run_1/pinout.png
Pins as bars across the die edge, other pins in gray.
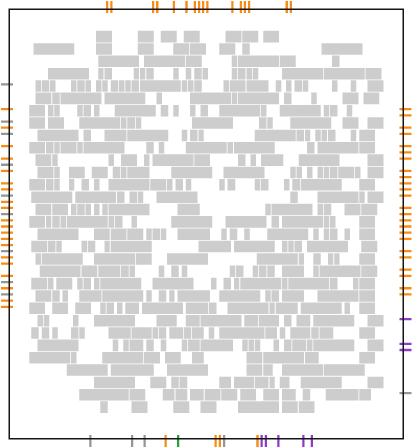
run_1/layers.png
Two of the layers only.
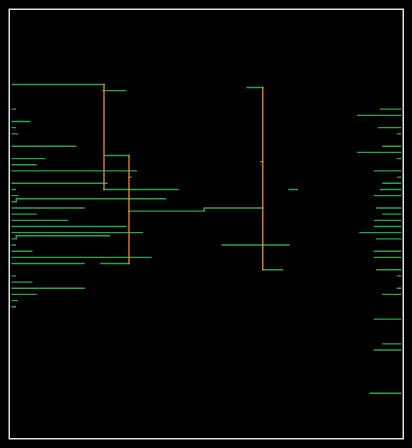
run_1/clock_wires.png
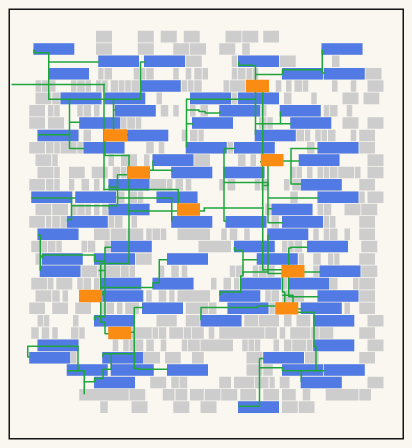
run_1/class_map.png
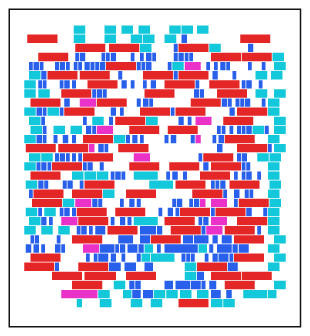
--- config.mk ---
export PLATFORM = sky130hd
export DESIGN_NAME = window_framer_flat
export DESIGN_NICKNAME = d
export VERILOG_FILES = /design/src/rtl/window_framer_if.sv /design/src/rtl/window_framer.sv /design/src/flat_wrapper.sv
export SDC_FILE = /design/constraint.sdc
export NUM_CORES = 1
export LEC_CHECK = 0
export CAP_MARGIN = 10
export CORE_ASPECT_RATIO = 1.1
export CORE_MARGIN = 4
export CORE_UTILIZATION = 48
export CTS_CLUSTER_DIAMETER = 50
export CTS_CLUSTER_SIZE = 40
export DETAILED_ROUTE_END_ITERATION = 10
export PLACE_DENSITY_LB_ADDON = 0.3
export SLEW_MARGIN = 30
export SYNTH_ARGS = -nofsm -noshare
export SYNTH_HDL_FRONTEND = slang
export SYNTH_SLANG_ARGS = --single-unit
--- constraint.sdc ---
create_clock -name clk -period 1.8 [get_ports clk]
set_clock_uncertainty 0.05 [all_clocks]
set_input_delay 0.18 -clock clk [delete_from_list [all_inputs] [get_ports clk]]
set_output_delay 0.18 -clock clk [all_outputs]
set_load 0.005 [all_outputs]
--- src/rtl/window_framer_if.sv ---
// Sample-in / frame-out handshake bundle for the window framer.
// The master side is the environment; the slave side is the framer.
interface window_framer_if #(
  parameter int unsigned SIZE  = 8,
  parameter int unsigned WIDTH = 8
);
  logic                    flush;
  logic [WIDTH-1:0]        in_data;
  logic                    in_valid;
  logic                    in_ready;
  logic [SIZE*WIDTH-1:0]   frame_data;
  logic                    frame_valid;
  logic                    frame_ready;
  logic [7:0]              frame_idx;

  modport master (
    output flush, in_data, in_valid, frame_ready,
    input  in_ready, frame_data, frame_valid, frame_idx
  );

  modport slave (
    input  flush, in_data, in_valid, frame_ready,
    output in_ready, frame_data, frame_valid, frame_idx
  );
endinterface

--- src/rtl/window_framer.sv ---
// Collects WIDTH-bit samples into SIZE-sample frames with a HOP-sample stride,
// presenting each frame as one packed bus behind a valid/ready handshake.
module window_framer #(
  parameter int unsigned SIZE  = 8,
  parameter int unsigned WIDTH = 8,
  parameter int unsigned HOP   = 8
) (
  input  logic            clk,
  input  logic            rst_n,
  window_framer_if.slave  bus
);

  localparam int unsigned CNT_W  = $clog2(SIZE);
  localparam int unsigned DATA_W = SIZE * WIDTH;

  typedef enum logic [1:0] {
    ST_FILL = 2'd0,
    ST_EMIT = 2'd1,
    ST_HOP  = 2'd2
  } state_t;

  state_t              state_q, state_d;
  logic [CNT_W-1:0]    cnt_q, cnt_d;
  logic [7:0]          idx_q, idx_d;
  logic [DATA_W-1:0]   shreg_q;
  logic                valid_q;
  logic                ready_q;
  logic                accept_c;
  logic                clear_c;

  // Next-state decode; flush overrides every other transition.
  always_comb begin
    state_d  = state_q;
    cnt_d    = cnt_q;
    idx_d    = idx_q;
    accept_c = 1'b0;
    clear_c  = 1'b0;
    if (bus.flush) begin
      state_d = ST_FILL;
      cnt_d   = '0;
      clear_c = 1'b1;
    end else begin
      case (state_q)
        ST_FILL: begin
          if (bus.in_valid) begin
            accept_c = 1'b1;
            if (cnt_q == CNT_W'(SIZE - 1)) begin
              state_d = ST_EMIT;
              cnt_d   = '0;
            end else begin
              cnt_d = cnt_q + 1'b1;
            end
          end
        end
        ST_EMIT: begin
          if (bus.frame_ready) begin
            state_d = ST_HOP;
            cnt_d   = '0;
            idx_d   = idx_q + 8'd1;
          end
        end
        ST_HOP: begin
          if (bus.in_valid) begin
            accept_c = 1'b1;
            if (cnt_q == CNT_W'(HOP - 1)) begin
              state_d = ST_EMIT;
              cnt_d   = '0;
            end else begin
              cnt_d = cnt_q + 1'b1;
            end
          end
        end
        default: begin
          state_d = ST_FILL;
          cnt_d   = '0;
        end
      endcase
    end
  end

  // Handshake flags are registered copies of the next-state decode.
  always_ff @(posedge clk or negedge rst_n) begin
    if (!rst_n) begin
      state_q <= ST_FILL;
      cnt_q   <= '0;
      idx_q   <= '0;
      shreg_q <= '0;
      valid_q <= 1'b0;
      ready_q <= 1'b1;
    end else begin
      state_q <= state_d;
      cnt_q   <= cnt_d;
      idx_q   <= idx_d;
      valid_q <= (state_d == ST_EMIT);
      ready_q <= (state_d != ST_EMIT);
      if (clear_c) begin
        shreg_q <= '0;
      end else if (accept_c) begin
        shreg_q <= {bus.in_data, shreg_q[DATA_W-1:WIDTH]};
      end
    end
  end

  assign bus.in_ready    = ready_q;
  assign bus.frame_valid = valid_q;
  assign bus.frame_data  = shreg_q;
  assign bus.frame_idx   = idx_q;

endmodule
--- src/flat_wrapper.sv ---
// flat-port wrapper written by rule: the top's interface ports become plain ports
module window_framer_flat 
#(
  parameter int unsigned SIZE  = 8,
  parameter int unsigned WIDTH = 8,
  parameter int unsigned HOP   = 8
)
  (clk, rst_n, bus_flush, bus_in_data, bus_in_valid, bus_frame_ready, bus_in_ready, bus_frame_data, bus_frame_valid, bus_frame_idx);
  window_framer_if #(.SIZE(SIZE), .WIDTH(WIDTH)) bus_i ();
  input  logic clk;
  input  logic rst_n;
  input wire logic [$bits(bus_i.flush)-1:0] bus_flush;
  input wire logic [$bits(bus_i.in_data)-1:0] bus_in_data;
  input wire logic [$bits(bus_i.in_valid)-1:0] bus_in_valid;
  input wire logic [$bits(bus_i.frame_ready)-1:0] bus_frame_ready;
  output wire logic [$bits(bus_i.in_ready)-1:0] bus_in_ready;
  output wire logic [$bits(bus_i.frame_data)-1:0] bus_frame_data;
  output wire logic [$bits(bus_i.frame_valid)-1:0] bus_frame_valid;
  output wire logic [$bits(bus_i.frame_idx)-1:0] bus_frame_idx;
  assign bus_i.flush = bus_flush;
  assign bus_i.in_data = bus_in_data;
  assign bus_i.in_valid = bus_in_valid;
  assign bus_i.frame_ready = bus_frame_ready;
  assign bus_in_ready = bus_i.in_ready;
  assign bus_frame_data = bus_i.frame_data;
  assign bus_frame_valid = bus_i.frame_valid;
  assign bus_frame_idx = bus_i.frame_idx;
  window_framer #(.SIZE(SIZE), .WIDTH(WIDTH), .HOP(HOP)) u_core (.clk(clk), .rst_n(rst_n), .bus(bus_i));
endmodule
==> reports/metrics.yaml, run 1 <==
clock_tree:
  cts_htree_levels: 3
  clock_sinks: 79
  postCtsSetupRepairBufs: 0
  clkTransAtPathRegs_ns: 0.07
  cts_buffer_depth: 2
  cts_root_buf: "clkbuf_8"
setup_path:
  arrival_ns: 1.34
  r2r-start: "u_core.cnt_q[0]$_DFFE_PN0P_"
  crit_path_start_kind: "flop"
  crit_type: "reg2out"
  crit_family: "flip-flops"
  path_buffers: 1
  reg2reg_depth: 5
  path_cells: "clkdlybuf4s50_1"
pwr:
  combPwrFrac_pct: 7.2
  switching_share_pct: 22.2
  comb_power_w: 0.000242
  peakVddDrop_v: 0.000487
  seq-power_w: 0.00181
  seqPwrFrac_pct: 54.2
  p_int_w: 0.00260
  p_leak_nw: 1.86
  design_power_total_w: 0.00334
logic_synthesis:
  ys_top_cells_by_area: "dfrtp_1, nand2_1, a21oi_1"
  ys_types: 26
  ys_sh_adder_pct: 1.16
  ff_type: "dfrtp_1"
  synth_warnings: 0
  common_cells: "nand2_1, dfrtp_1, a21oi_1"
  synth_top_area_share_pct: 60.1
  synth_flops: 79
  synth_cells: 343
  mux_area_share_pct: 0.617
  ys_cells: 343
placement:
  dp.cells: 496
  dp_slack_ns: 0.234
  place_area_um2: 4220
  gp_congestion: 0.770
final_timing:
  worst_slack_ns: 0.228
  tns_ns: 0
  report.final.slew_viol_count: 0
  whs_ns: 0.226
  grt_setup_unrepaired: "no"
  period_minus_slack_ns: 1.57
layout:
  drive_above_1_share_pct: 7.67
  flop_area_um2: 1980
  buffers: 96
  final_cells: 512
  final_area_um2: 4430
  layout_top_cells: "nand2_1, clkdlybuf4s50_1, dfrtp_1"
  nNonClkInverters: 0
global_route:
  grtUsageMet1_pct: 24.8
  grt.overflow.total: 0
  grtUsageTotal_pct: 18.7
  grt_max_degree: 80
  grt_pass1_wl_um: 12000
  antenna_found_initial: 0
  grt.met3_usage_pct: 6.23
routing:
  drt_first_pass_iters: 4
  top_layer: "met4"
  dr_wl_met2_um: 3380
flow_run:
  warning_count: 26
run_status:
  status: "completed"
die:
  nWellTaps: 82
  ioPinCount: 87
Back to the opening pictures, pinout.png:
| port | color | pins | direction | edge |
|---|---|---|---|---|
| bus_frame_data | orange | 64 | output | 24 east, 20 west, 16 north, 4 south |
| bus_frame_idx | purple | 8 | output | 5 south, 3 east |
| bus_in_valid | green | 1 | input | south |
all pins by edge: 29 west, 28 east, 16 north, 14 south
IO Port Bufs: 86
die height: 94.3 um
die width: 86.4 um

Back to the opening pictures, layers.png:
| layer | color | wire length |
|---|---|---|
| M4 | orange | 87.0 um |
| M3 | green | 547 um |
routed vias: 2583
routed wire length: 7010 um

Back to the opening pictures, clock_wires.png:
[clock wires] green | length: 838 um
[clock-net drivers] orange | count: 9
[flip-flops] blue | count: 79
flops lie: spread over the die
Clk pwr share: 38.5%
Worst-Skew Late Latency: 0.33 ns
P_clk: 0.00129 W

Back to the opening pictures, class_map.png:
| class | color | cells | share of their area |
|---|---|---|---|
| remaining buffers and delay cells | cyan | 96 | 23% |
| remaining logic cells | blue | 240 | 27% |
| clock drivers and dummy loads | magenta | 15 | 4.5% |
| registers | red | 79 | 46% |
CORE AREA: 6590 um^2
sequential fraction of total cell area: 44.7%
Core Rows: 31

==> run 1: how the worst max path moves through the flow <==
stage                                                to                           from
floorplan                   u_core.cnt_q[0]$_DFFE_PN0P_    u_core.cnt_q[0]$_DFFE_PN0P_
global placement    u_core.bus.frame_idx[7]$_DFFE_PN0P_                bus_frame_ready
detailed placement  u_core.bus.frame_idx[7]$_DFFE_PN0P_                bus_frame_ready
CTS                                        bus_in_ready  u_core.bus.in_ready$_DFF_PN1_
global route                               bus_in_ready  u_core.bus.in_ready$_DFF_PN1_
finish                                     bus_in_ready  u_core.bus.in_ready$_DFF_PN1_
==> run 1: state kept, by name, summed over array words and instances, names as in the netlist <==
register,flops
u_core.bus.frame_valid,1
u_core.bus.frame_idx,8
u_core.cnt_q,3
u_core.state_q,2
u_core.bus.frame_data,64
u_core.bus.in_ready,1
==> run 2: changes to the inputs <==
--- a/config.mk
+++ b/config.mk
@@ -7,12 +7,13 @@
 export LEC_CHECK = 0
 export CAP_MARGIN = 10
 export CORE_ASPECT_RATIO = 1.1
-export CORE_MARGIN = 4
+export CORE_MARGIN = 2
 export CORE_UTILIZATION = 48
 export CTS_CLUSTER_DIAMETER = 50
 export CTS_CLUSTER_SIZE = 40
 export DETAILED_ROUTE_END_ITERATION = 10
 export PLACE_DENSITY_LB_ADDON = 0.3
+export SETUP_SLACK_MARGIN = 0.15
 export SLEW_MARGIN = 30
 export SYNTH_ARGS = -nofsm -noshare
 export SYNTH_HDL_FRONTEND = slang
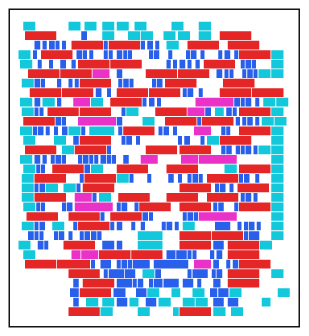
run_2/class_map.png
| class | color | cells | share of their area |
|---|---|---|---|
| remaining logic cells | blue | 240 | 27% |
| clock drivers and dummy loads | magenta | 15 | 6.5% |
| remaining buffers and delay cells | cyan | 93 | 22% |
| registers | red | 79 | 45% |
sequential fraction of total cell area: 44.3%
utilization after layout: 68.1%
CORE AREA: 6560 um^2
Final Cell Area: 4470 um^2

==> run 2 against run 1 <==
Compared with the run above: combinational power decreased by 4%; critical path type unchanged; first-iteration DRC count increased by 55%; cell count decreased by 0.59%; cell area increased by 0.85%; routed wire length decreased by 3.1%; synthesized cell count unchanged; utilization increased by 0.97 points; highest routed layer unchanged; largest cell class unchanged; critical path depth unchanged.
==> reports/metrics.yaml, run 2 <==
run_status:
  status: "completed"  # unchanged
placement:
  place_area_um2: 4180  # was 4220 um^2
  gp_congestion: 0.729  # was 0.770
  dp.cells: 493  # was 496
  portBuffers: 86  # unchanged
die:
  std_cell_rows: 31  # unchanged
  ioPinCount: 87  # unchanged
  die_h_um: 90.3  # was 94.3 um
  die_width_um: 82.4  # was 86.4 um
  nWellTaps: 82  # unchanged
  core_util_floorplan_pct: 49.5  # was 49.2%
layout:
  layout_top_cells: "nand2_1, clkdlybuf4s50_1, dfrtp_1"  # unchanged
  fillCellCount: 520  # was 540
  flop_area_um2: 1980  # unchanged
  clk_share_pct: 6.30  # was 4.44%
  final_cells: 509  # was 512
  largest_reg_flops: 64  # unchanged
  buffers: 93  # was 96
  nNonClkInverters: 0  # unchanged
  drive_above_1_share_pct: 7.03  # was 7.67%
setup_path:
  path_cells: "clkdlybuf4s50_1"  # unchanged
  worst_path_max_delay_cell: "dfstp_2"  # unchanged
  crit_path_start_kind: "flop"  # unchanged
  reg2reg_slack_ns: 0.28  # was 0.31 ns
  critPathLaunch: "u_core.bus.in_ready$_DFF_PN1_"  # unchanged
  crit_family: "flip-flops"  # unchanged
  r2r-start: "u_core.state_q[0]$_DFF_PN0_"  # was u_core.cnt_q[0]$_DFFE_PN0P_
  reg2reg_depth: 4  # was 5
  crit_path_end: "bus_in_ready"  # unchanged
  crit_type: "reg2out"  # unchanged
  path_buffers: 1  # unchanged
  arrival_ns: 1.33  # was 1.34 ns
pwr:
  p_clk_w: 0.00180  # was 0.00129 W
  power_frac_clock_pct: 46.8  # was 38.5%
  p_int_w: 0.00308  # was 0.00260 W
  combPwrFrac_pct: 6.0  # was 7.2%
  seqPwrFrac_pct: 47.1  # was 54.2%
  p_leak_nw: 1.86  # about the same
  seq-power_w: 0.00181  # about the same
  design_power_total_w: 0.00385  # was 0.00334 W
  comb_power_w: 0.000232  # was 0.000242 W
  peakVddDrop_v: 0.000566  # was 0.000487 V
  switching_share_pct: 19.9  # was 22.2%
clock_tree:
  postCtsSetupRepairBufs: 0  # unchanged
  cts_buffer_depth: 2  # unchanged
  clock_sinks: 79  # unchanged
  clkTransAtPathRegs_ns: 0.08  # was 0.07 ns
  cts_buffers: 9  # unchanged
  holdBufCountCts: 1  # unchanged
  cts_root_buf: "clkbuf_8"  # unchanged
  clkLatencyLatePin_ns: 0.34  # was 0.33 ns
  cts_htree_levels: 3  # unchanged
logic_synthesis:
  common_cells: "nand2_1, dfrtp_1, a21oi_1"  # unchanged
  fp_nets: 359  # unchanged
  postSynthAreaPerCell_um2: 9.47  # unchanged
  ys_sh_adder_pct: 1.16  # unchanged
  synth_cells: 343  # unchanged
  ys_cells: 343  # unchanged
  mux_area_share_pct: 0.617  # unchanged
  ys_types: 26  # unchanged
  synth_warnings: 0  # unchanged
  ff_type: "dfrtp_1"  # unchanged
  ys_top_cells_by_area: "dfrtp_1, nand2_1, a21oi_1"  # unchanged
  synth_flops: 79  # unchanged
  synth_top_area_share_pct: 60.1  # unchanged
final_timing:
  period_minus_slack_ns: 1.56  # was 1.57 ns
  grt_setup_unrepaired: "no"  # unchanged
  report.final.slew_viol_count: 0  # unchanged
  tns_ns: 0  # unchanged
routing:
  vias: 2589  # was 2583
  drt_wl_total_um: 6790  # was 7010 um
  viasPerCell: 5.09  # was 5.04
  drt_first_pass_iters: 4  # unchanged
global_route:
  grt_max_degree: 72  # was 80
  grt.overflow.total: 0  # unchanged
  grt_pass1_wl_um: 11400  # was 12000 um
  antenna_found_initial: 0  # unchanged
  grtUsageTotal_pct: 19.8  # was 18.7%
flow_run:
  warning_count: 26  # unchanged
worst_hold_path:
  min_path_type: "in2reg"  # unchanged
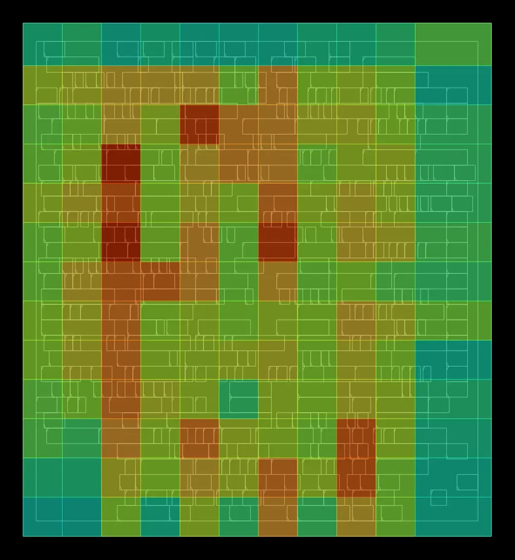
run_2/congestion_map.png
met1 GRT Util: 27.7%
M3 GR Usage: 5.70%

==> run 2: metal layers <==
metal / GRT usage (%) / share of wire, % / wire length (um) / up-vias
met5: 0 / 0 / 0 / -
met4: 8.19 / 1.4 / 96 / 0
met3: 5.70 / 7.1 / 481 / 8
met2: 28.7 / 47 / 3180 / 69
met1: 27.7 / 45 / 3030 / 1233
li1: - / - / - / 1279
==> run 2: per-stage QoR <==
stage,utilization [%],hold WS [ns],setup WS (ns)
2_1_floorplan,-,-0.166,0.433
3_3_place_gp,63.7,0.126,0.282
3_5_place_dp,63.7,0.131,0.219
4_1_cts,68.1,0.167,0.210
5_1_grt,68.1,0.183,0.159
6_report,68.1,0.176,0.236
==> run 3: changes to the inputs <==
--- a/config.mk
+++ b/config.mk
@@ -6,7 +6,6 @@
 export NUM_CORES = 1
 export LEC_CHECK = 0
 export CAP_MARGIN = 10
-export CORE_ASPECT_RATIO = 1.1
 export CORE_MARGIN = 2
 export CORE_UTILIZATION = 48
 export CTS_CLUSTER_DIAMETER = 50
@@ -14,6 +13,7 @@
 export DETAILED_ROUTE_END_ITERATION = 10
 export PLACE_DENSITY_LB_ADDON = 0.3
 export SETUP_SLACK_MARGIN = 0.15
+export SKIP_LAST_GASP = 1
 export SLEW_MARGIN = 30
 export SYNTH_ARGS = -nofsm -noshare
 export SYNTH_HDL_FRONTEND = slang
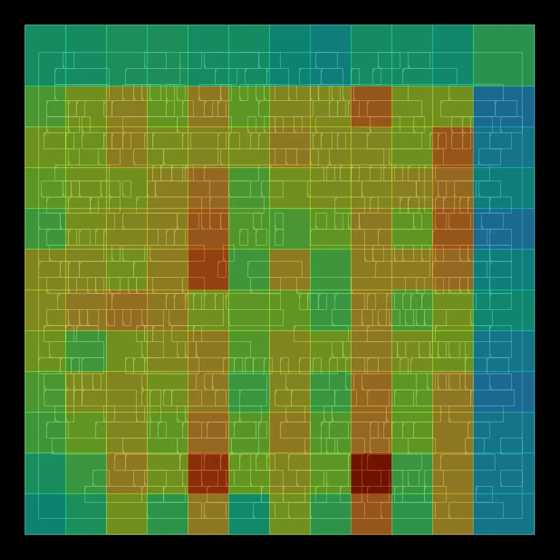
run_3/congestion_map.png
layer carrying the most global-route usage: met2
M2 GR Usage: 27.6%
M3 GR Usage: 5.43%
utilization after layout: 68.0%

==> run 3 against run 2 <==
Compared with the run above: cell count down 0.98%; via count increased by 0.12%; highest routed layer unchanged; sequential power about the same.
==> reports/metrics.yaml, run 3 <==
setup_path:
  cp.depth: 1  # unchanged
  crit_path_start_kind: "flop"  # unchanged
  worstReg2RegEnd: "u_core.bus.frame_data[10]$_DFFE_PN0P_"  # was u_core.bus.frame_data[50]$_DFFE_PN0P_
  crit_type: "reg2out"  # unchanged
  max_stage_delay_ns: 0.52  # about the same
  r2r-start: "u_core.state_q[0]$_DFF_PN0_"  # unchanged
  reg2reg_depth: 4  # unchanged
  path_max_fanout: 1  # unchanged
  critPathLaunch: "u_core.bus.in_ready$_DFF_PN1_"  # unchanged
  path_cells: "clkdlybuf4s50_1"  # unchanged
  reg2reg_slack_ns: 0.27  # was 0.28 ns
  required_ns: 1.57  # about the same
  worst_path_max_delay_cell: "dfstp_2"  # unchanged
  crit_family: "flip-flops"  # unchanged
  endpoint_kind: "output port"  # unchanged
  crit_path_end: "bus_in_ready"  # unchanged
  arrival_ns: 1.33  # about the same
  path_buffers: 1  # unchanged
flow_run:
  warning_count: 26  # unchanged
  max-cap-violations: 0  # unchanged
die:
  die_area_um2: 7440  # about the same
  core_util_floorplan_pct: 50.3  # was 49.5%
  die_width_um: 86.2  # was 82.4 um
  ioPinCount: 87  # unchanged
  die_h_um: 86.2  # was 90.3 um
pwr:
  comb_power_w: 0.000230  # was 0.000232 W
  combPwrFrac_pct: 6.7  # was 6.0%
  seq-power_w: 0.00181  # about the same
  design_power_total_w: 0.00345  # was 0.00385 W
  power.density_nw_per_um2: 785  # was 862 nW/um^2
  power_frac_clock_pct: 40.7  # was 46.8%
  power_switching_w: 0.000778  # was 0.000765 W
  seqPwrFrac_pct: 52.6  # was 47.1%
  switching_share_pct: 22.6  # was 19.9%
  power_leader: "registers"  # unchanged
  peakVddDrop_v: 0.000624  # was 0.000566 V
  p_int_w: 0.00267  # was 0.00308 W
  p_clk_w: 0.00140  # was 0.00180 W
  p_leak_nw: 1.83  # was 1.86 nW
final_timing:
  tns_ns: 0  # unchanged
  slew_headroom_pct: 52.4  # was 51.5%
  whs_ns: 0.169  # was 0.176 ns
  period_minus_slack_ns: 1.56  # about the same
  report.final.slew_viol_count: 0  # unchanged
  worst_pin_slew_ns: 0.714  # was 0.728 ns
  grt_setup_unrepaired: "no"  # unchanged
  hold_viol_final: 0  # unchanged
  setup_viol: 0  # unchanged
  clock.fmax_ghz: 0.639  # about the same
  period_used_pct: 86.9  # about the same
  worst_slack_ns: 0.236  # about the same
clock_tree:
  cts_htree_levels: 3  # unchanged
  cts_buffers: 9  # unchanged
  postCtsSetupRepairBufs: 0  # unchanged
  clock_sinks: 79  # unchanged
  holdBufCountCts: 1  # unchanged
  clkTransAtPathRegs_ns: 0.08  # about the same
  cts_root_buf: "clkbuf_8"  # unchanged
  cts_buffer_depth: 2  # unchanged
  cts_tree: "yes"  # unchanged
  cts_resized: 0  # unchanged
  clkLatencyLatePin_ns: 0.33  # was 0.34 ns
global_route:
  grtUsageTotal_pct: 18.6  # was 19.8%
  grtUsageMet1_pct: 26.6  # was 27.7%
  grt_pass1_vias: 2370  # was 2387
  grt_pass1_wl_um: 11100  # was 11400 um
  antenna_found_initial: 0  # unchanged
  grt.overflow.total: 0  # unchanged
  grt_max_degree: 72  # unchanged
logic_synthesis:
  common_cells: "nand2_1, dfrtp_1, a21oi_1"  # unchanged
  synth_top_area_share_pct: 60.1  # unchanged
  fp_nets: 359  # unchanged
  ys_cells: 343  # unchanged
  synth_cells: 343  # unchanged
  synth_seq_share_pct: 60.9  # unchanged
  ys_area_um2: 3250  # unchanged
  largest_area_cell: "dfrtp_1"  # unchanged
  ys_top_cells_by_area: "dfrtp_1, nand2_1, a21oi_1"  # unchanged
  ff_type: "dfrtp_1"  # unchanged
  postSynthAreaPerCell_um2: 9.47  # unchanged
  ys_types: 26  # unchanged
  synth-edff-count: 0  # unchanged
  synth_flops: 79  # unchanged
  synth.most_common_cell: "nand2_1"  # unchanged
  synthArstFlopShare_pct: 100  # unchanged
  synth_warnings: 0  # unchanged
  synthesis.area_um2: 3250  # unchanged
worst_hold_path:
  min_to: "u_core.bus.frame_idx[0]$_DFFE_PN0P_"  # unchanged
  min_path_cells: 3  # unchanged
  min_from: "bus_flush"  # unchanged
  min_path_type: "in2reg"  # unchanged
layout:
  final_cells: 504  # was 509
  nets: 438  # was 439
  final_area_um2: 4390  # was 4470 um^2
  area_growth_pct: 35.2  # was 37.6%
  flop_area_um2: 1980  # unchanged
  drive_above_1_share_pct: 7.03  # unchanged
  layout_top_cells: "nand2_1, clkdlybuf4s50_1, dfrtp_1"  # unchanged
  layout_top_cell: "nand2_1"  # unchanged
  largest_reg_flops: 64  # unchanged
  diodes: 0  # unchanged
  fillCellCount: 541  # was 520
  logic_area_um2: 1160  # about the same
routing:
  drcViolationCount: 0  # unchanged
  met1_length_um: 3230  # was 3030 um
  drt_wl_total_um: 6830  # was 6790 um
  top_layer: "met4"  # unchanged
  vias: 2592  # was 2589
  routedWlPerCell_um: 13.6  # was 13.3 um
  first_iter_violations: 146  # was 200
  antenna_left: 0  # unchanged
  met3_length_um: 445  # was 481 um
  viasPerCell: 5.14  # was 5.09
  drt_first_pass_iters: 4  # unchanged
  dr_wl_met2_um: 3070  # was 3180 um
run_status:
  status: "completed"  # unchanged
placement:
  dp_hpwl_um: 4300  # was 4210 um
  dp.cells: 487  # was 493
  place_area_um2: 4160  # was 4180 um^2
  gp_congestion: 0.778  # was 0.729
  portBuffers: 86  # unchanged
  dp_slack_ns: 0.122  # was 0.219 ns
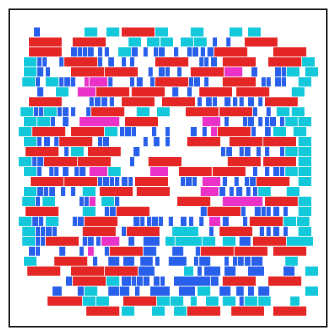
run_3/class_map.png
| class | color | cells | share of their area |
|---|---|---|---|
| registers | red | 79 | 46% |
| clock drivers and dummy loads | magenta | 16 | 4.9% |
| remaining logic cells | blue | 240 | 27% |
| remaining buffers and delay cells | cyan | 92 | 22% |
sequential fraction of total cell area: 45.1%
CORE AREA: 6460 um^2
Core Rows: 29

==> run 3: logic make-up after synthesis <==
group	after synthesis	synth area share, %
and+or+nand+nor	155	20.2
DFF	79	60.9
AOI/OAI and AO/OA	73	11.6
buffers and inverters	24	3.70
xor gates and xnor gates	7	1.89
adders and majority gates	3	1.16
muxes	2	0.617
==> run 3: area by class of cell <==
cell class	count	area share, %
sequential	79	45.1
clock buffer	10	2.91
tap	77	2.19
multi-input combinational	240	26.5
timing repair buffer	92	21.4
clock inverter	6	1.91
==> run 3: worst reg2reg max path: cells and delay by family, from the launching register on <==
family                 cells  cell delay [ns]
flip-flops                 1             0.63
buffers and inverters      1             0.27
AND/OR/NAND/NOR            2             0.34
AND-OR/OR-AND              1             0.16
Power and IR drop assume default switching activity.
